===== config.mk =====
export PLATFORM = sky130hd
export DESIGN_NAME = xor_fault_monitor
export DESIGN_NICKNAME = d
export VERILOG_FILES = /design/src/rtl/xor_fault_monitor.sv
export SDC_FILE = /design/constraint.sdc
export NUM_CORES = 1
export LEC_CHECK = 0
export CORE_MARGIN = 8
export CORE_UTILIZATION = 53
export DETAILED_ROUTE_END_ITERATION = 6
export PLACE_DENSITY_LB_ADDON = 0.3
export SLEW_MARGIN = 20
export SYNTH_ARGS = -nofsm -noshare
export SYNTH_HDL_FRONTEND = slang
export SYNTH_SLANG_ARGS = --single-unit

===== constraint.sdc =====
create_clock -name clk -period 2.75 [get_ports clk]
set_input_delay 0.4125 -clock clk [delete_from_list [all_inputs] [get_ports clk]]
set_output_delay 0.4125 -clock clk [all_outputs]
set_load 0.1 [all_outputs]

===== src/rtl/xor_fault_monitor.sv =====
// Stimulus/checker for a 6-input XOR target: drives patterns, samples the
// synchronised parity output and counts mismatches as injected faults.
module xor_fault_monitor #(
  parameter int unsigned SETTLE_CYCLES = 4,
  parameter int unsigned CNT_W         = 16
) (
  input  logic             clk,
  input  logic             rst_n,
  input  logic             start,
  input  logic             abort,
  input  logic             mode,
  input  logic [5:0]       pattern_in,
  output logic [5:0]       a_out,
  input  logic             q_in,
  output logic             busy,
  output logic             done,
  output logic [CNT_W-1:0] fault_count,
  output logic             first_fault_valid,
  output logic [5:0]       first_fault_pattern
);

  typedef enum logic [2:0] {
    ST_IDLE,
    ST_DRIVE,
    ST_SETTLE,
    ST_SAMPLE,
    ST_DONE
  } state_t;

  localparam logic [7:0] SETTLE_LOAD  = 8'(SETTLE_CYCLES - 1);
  localparam logic [5:0] LAST_PATTERN = 6'h3F;

  state_t     state_q, state_d;
  logic       q_meta, q_s;
  logic       mode_q;
  logic [7:0] settle_cnt;
  logic       start_ok;
  logic       mismatch;

  assign start_ok = (state_q == ST_IDLE) && start && !abort;
  assign mismatch = q_s != (^a_out);
  assign busy     = state_q != ST_IDLE;
  assign done     = state_q == ST_DONE;

  // The target output changes asynchronously to clk when the laser hits it.
  // NOTE: sequential state uses non-blocking (<=) so every flop samples the
  // pre-edge value of its neighbours, regardless of statement order.
  always_ff @(posedge clk or negedge rst_n) begin
    if (!rst_n) begin
      q_meta <= 1'b0;
      q_s    <= 1'b0;
    end else begin
      q_meta <= q_in;
      q_s    <= q_meta;
    end
  end

  always_ff @(posedge clk or negedge rst_n) begin
    if (!rst_n) state_q <= ST_IDLE;
    else        state_q <= state_d;
  end

  // NOTE: state_d gets its default before the case so no path leaves it
  // unassigned, which would otherwise infer a latch.
  always_comb begin
    state_d = state_q;
    case (state_q)
      ST_IDLE:   if (start_ok) state_d = ST_DRIVE;
      ST_DRIVE:  state_d = ST_SETTLE;
      ST_SETTLE: if (settle_cnt == 8'd0) state_d = ST_SAMPLE;
      ST_SAMPLE: state_d = (!mode_q && a_out == LAST_PATTERN) ? ST_DONE : ST_DRIVE;
      ST_DONE:   state_d = ST_IDLE;
      default:   state_d = ST_IDLE;
    endcase
    if (abort && state_q != ST_IDLE) state_d = ST_IDLE;
  end

  always_ff @(posedge clk or negedge rst_n) begin
    if (!rst_n) begin
      a_out               <= '0;
      mode_q              <= 1'b0;
      settle_cnt          <= '0;
      fault_count         <= '0;
      first_fault_valid   <= 1'b0;
      first_fault_pattern <= '0;
    end else begin
      case (state_q)
        ST_IDLE: begin
          if (start_ok) begin
            mode_q              <= mode;
            a_out               <= mode ? pattern_in : 6'd0;
            fault_count         <= '0;
            first_fault_valid   <= 1'b0;
            first_fault_pattern <= '0;
          end
        end
        ST_DRIVE:  settle_cnt <= SETTLE_LOAD;
        ST_SETTLE: if (settle_cnt != 8'd0) settle_cnt <= settle_cnt - 8'd1;
        ST_SAMPLE: begin
          // A sample coinciding with abort is still scored.
          if (mismatch) begin
            if (fault_count != '1) fault_count <= fault_count + CNT_W'(1);
            if (!first_fault_valid) begin
              first_fault_valid   <= 1'b1;
              first_fault_pattern <= a_out;
            end
          end
          if (!mode_q && a_out != LAST_PATTERN && !abort) a_out <= a_out + 6'd1;
        end
        default: ;
      endcase
    end
  end

endmodule


==> notes.org, run 1 <==
#+TITLE: Implementation results

** Worst setup path
- Delay of the slowest cell on the worst path :: approximately 0.43 ns
- CP startpoint kind :: register

** Placed design
- Detailed placement reports a standard cell area of roughly 2700 um^2.

** Finish
- The layout has 6 clock buffers.
- Non-clock buffer instance count of the final layout :: 43
- Comb area :: 1210 um^2
- Multi-input gates :: 182

** Synthesis
- Post-Synth Adder-Cell Area :: 0.0309
- Async set-reset flop share out of synthesis :: 1.00
- Yosys mapped a number of flops with a built-in enable equal to 0.
- The biggest area contributor in the post-synthesis netlist is sky130_fd_sc_hd__dfrtp_1.
- Synthesized net count :: 265
- Main flop type after synthesis :: sky130_fd_sc_hd__dfrtp_1

** Route
- Length of the first detailed-routing pass in iterations :: 4
- Overall via count from detail_route :: 1943

** Final timing
- Time the final worst path needs with I/O delays and setup :: 2.28 ns
- Maximum operating frequency :: 439 MHz
- On the final layout, the worst hold slack is 0.269 ns.
- Of the available clock period, the critical path in the final layout requires 0.828.

** Die
- Die y size :: 83.7 um

** Power and ir drop
- Summed over all nets, the switching power comes to 1.82 mW.
- Group drawing the most power :: combinational logic

** CTS
- The tree built by TritonCTS fans out to ~43 sinks.

** Status
- The run finished with clean final reports.
-- run 1: sequential cells by signal, indices dropped and copies added, names as in the netlist --
signal,count
state_q,3
q_meta,1
fault_count,16
first_fault_pattern,6
q_s,1
settle_cnt,8
a_out,6
first_fault_valid,1
mode_q,1
-- run 1: path summary, 6_finish.rpt --
path | start | end
worst min-delay path | rst_n | settle_cnt[5]
max in group asynchronous | rst_n | fault_count[7]
worst max-delay path | a_out[0] | first_fault_pattern[2]
worst max register to register | a_out[0] | first_fault_pattern[2]
worst min register to register | q_meta | q_s
min in group clk | q_meta | q_s
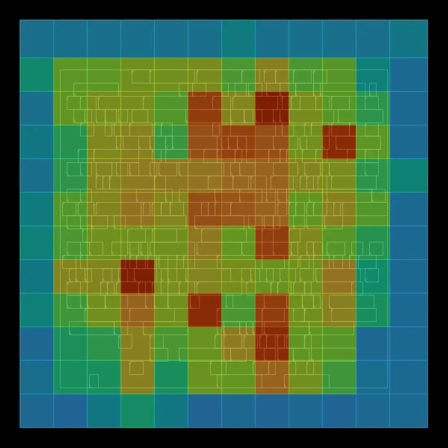
**Above:** run 1 (congestion heat map).
Most Used Layer, Global Route: met2
post-detailed-route wirelength per cell: 15.7 um

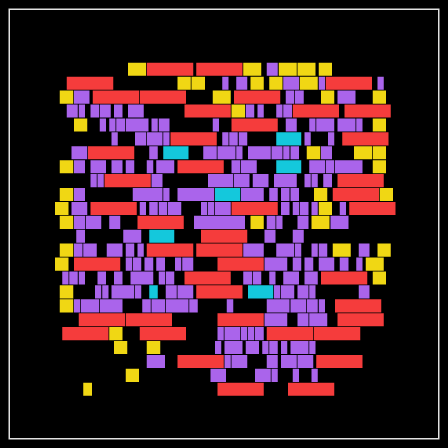
**Above:** run 1 (placed cells, one colour a class).
| class | colour | cells | share of their area |
|---|---|---|---|
| remaining buffers and delay cells | yellow | 43 | 13% |
| sequential cells | red | 43 | 39% |
| clock drivers and dummy loads | cyan | 7 | 3.2% |
| remaining logic cells | purple | 191 | 45% |

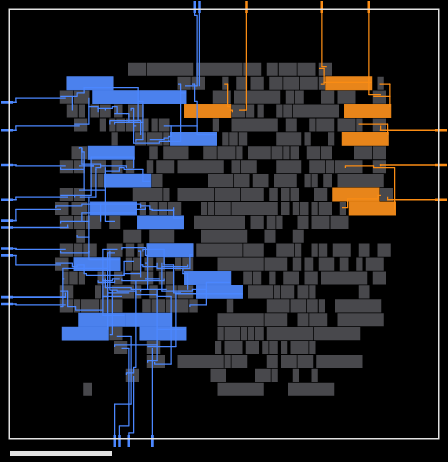
**Above:** run 1 (nets reached from selected ports).
The bar under the picture is 20 um long.
| port | colour | bits | direction | end cells | buffers | wire |
|---|---|---|---|---|---|---|
| first_fault_pattern | orange | 6 | output | 6 | 6 | 149 um |
| fault_count | blue | 16 | output | 16 | 16 | 870 um |
Port Buf Inserts: 42
count of pins on the block boundary: 43

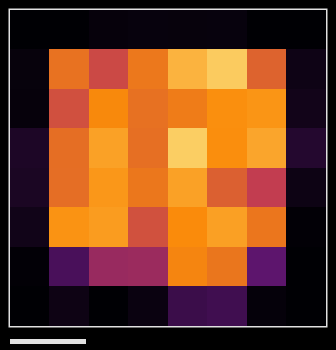
**Above:** run 1 (local utilization).
The bar under the picture is 20 um long. The die is cut into 8 by 8 equal tiles; black is low, pale yellow is high, 0 to 100% covered.
densest ninth of the die: centre
nearly empty tiles: 23%
emptiest ninth of the die: south-west
tiles over 75% full: 20%
mean over tiles: 39%
area of the core: 4380 um^2
Starting Density: 0.554
Util after Layout: 0.642

**Run 1: PDN straps and rails**

The bar under the picture is 20 um long. Pins as bars on the die edge.
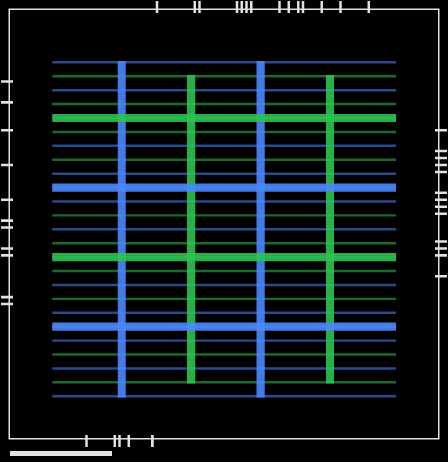

--- run 2 (diff from run 1) ---
--- a/config.mk
+++ b/config.mk
@@ -6,7 +6,7 @@
 export NUM_CORES = 1
 export LEC_CHECK = 0
 export CORE_MARGIN = 8
-export CORE_UTILIZATION = 53
+export CORE_UTILIZATION = 47
 export DETAILED_ROUTE_END_ITERATION = 6
 export PLACE_DENSITY_LB_ADDON = 0.3
 export SLEW_MARGIN = 20
==> constraint.sdc (replaced) <==
create_clock -name clk -period 1.85 [get_ports clk]
set_input_delay 0.2775 -clock clk [delete_from_list [all_inputs] [get_ports clk]]
set_output_delay 0.2775 -clock clk [all_outputs]
set_load 0.1 [all_outputs]
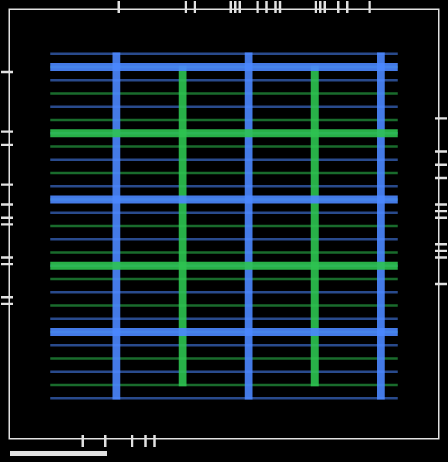
**Above:** run 2 (PDN straps and rails).
The bar under the picture is 20 um long. Pins as bars on the die edge.
| net | colour |
|---|---|
| VDD | green |
| VSS | blue |
met4 straps: 5
met5 straps: 5
met1 rails: 27
peak ir drop on the vdd network: 0.00146 V
area of the core: 5040 um^2
die y size: 87.9 um
horizontal die dimension: 87.9 um

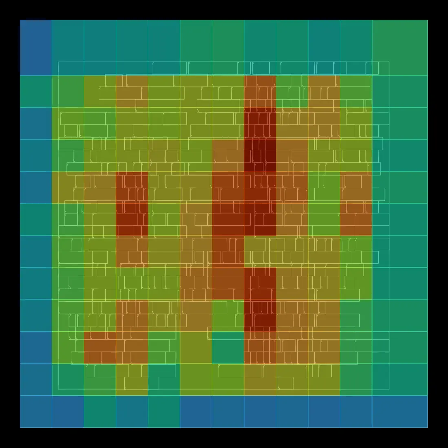
**Above:** run 2 (congestion heat map).
met3 usage: 0.0356
met2 track utilization from global routing: 0.289
post-detailed-route wirelength per cell: 15.7 um

==> run 2 against run 1 <==
  * The flow now finishes with violations (setup timing)
  * Wire length is 15% higher
  * Critical path type unchanged
  * Combinational power is 110% higher
  * Synthesized cell count stayed put
  * Clock power is 63% higher
  * Die area is 10% higher
  * Worst setup slack worse by 0.59 ns
  * Largest power group unchanged
  * Final area is 26% higher
==> notes.org, run 2 <==
#+TITLE: Implementation results

** Status
- Run status :: complete, but fails checks (was finished clean)
- Violations in the final reports :: setup timing

** Die
- Count of pins on the block boundary :: 43 (unchanged)
- The initial core utilization came to 0.481 (was 0.554).

** Finish
- Non-clock buffer instance count of the final layout :: 74 (was 43)
- Comb area :: 1320 um^2 (was 1210 um^2)
- Regs by FF count: fault_count x16, settle_cnt x8 (unchanged).
- Multi-input gates :: 182 (unchanged)
- The number of flip-flops under the largest register name was 16 (unchanged).
- Util after Layout :: 0.705 (was 0.642)
- The number of clock buffers in the layout is 8 (was 6).
- Largest reg by FF count :: fault_count (unchanged)

** Synthesis
- Post-Synth Adder-Cell Area :: 0.0309 (unchanged)
- The post-synth tally of flip-flops with integrated enable is 0 (unchanged).
- Async set-reset flop share out of synthesis :: 1.00 (unchanged)
- The commonest register cell after synthesis is sky130_fd_sc_hd__dfrtp_1 (unchanged).
- The cell taking the most area after synthesis is sky130_fd_sc_hd__dfrtp_1 (unchanged).
- The post-synth net total came to 265 (unchanged).

** Final timing
- Worst Slack Setup Final :: -0.113 ns (was 0.472 ns)
- Maximum operating frequency :: 509 MHz (was 439 MHz)
- Worst-case hold slack :: 0.0234 ns (was 0.269 ns)
- Time the final worst path needs with I/O delays and setup :: 1.96 ns (was 2.28 ns)
- Final setup fails :: 17 (was 0)
- Fin crit share :: 1.06 (was 0.828)

** Route
- Length of the first detailed-routing pass in iterations :: 4 (unchanged)
- The topmost layer with routed signal wires was met4 (unchanged).
- Overall via count from detail_route :: 2105 (was 1943)

** Placed design
- The count of input and output buffers is 42 (unchanged).
- The area after detailed placement was 3380 um^2 (was 2730 um^2).

** Worst setup path
- RR Startpoint :: a_out[4] (was a_out[0])
- The element type at the critical path start is a register (unchanged).
- First element of the critical path :: a_out[4] (was a_out[0])
- Length in cells of the worst reg-to-reg path :: 8 (was 6)
- The maximum cell stage delay along the critical path was 0.50 ns (was 0.43 ns).

** CTS
- CTS tree :: built (unchanged)
- The number of sinks driven by the clock tree is 43 (unchanged).

** Power and ir drop
- The power dissipated by switching net loads came to 2.98 mW (was 1.82 mW).
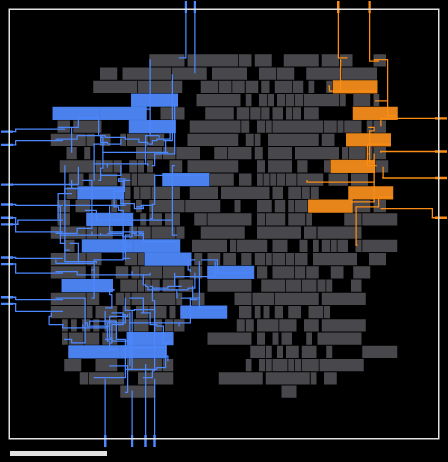
**Above:** run 2 (nets reached from selected ports).
The bar under the picture is 20 um long.
| port | colour | bits | direction | end cells | buffers | wire |
|---|---|---|---|---|---|---|
| fault_count | blue | 16 | output | 16 | 25 | 971 um |
| first_fault_pattern | orange | 6 | output | 6 | 6 | 177 um |

[run 2: cell counts after synthesis]
No cell type changed its count.
[run 2: power groups by stage]
stage / clock, mW / combinational [mW] / sequential, mW
global route: 0.719 / 4.03 / 1.55
detailed placement: 0 / 3.74 / 1.52
CTS: 0.675 / 3.87 / 1.51
global placement: 0 / 3.70 / 1.51
finish: 0.654 / 3.88 / 1.51
floorplan: 0 / 0.937 / 3.01
[run 2: per-layer routing]
metal  track usage  vias up
met1         0.199     1027
li1              -     1023
met5             0        -
met4        0.0500        0
met3        0.0356        9
met2         0.289       46
[run 2: critical path: cells and delay by family (launching register included)]
family	cells	cell delay [ns]
flops	1	0.50
compound gates	3	0.50
buf+inv	2	0.32
xor+xnor	2	0.29
fa+ha+maj	1	0.27
Power is estimated from default activity; no workload was simulated.
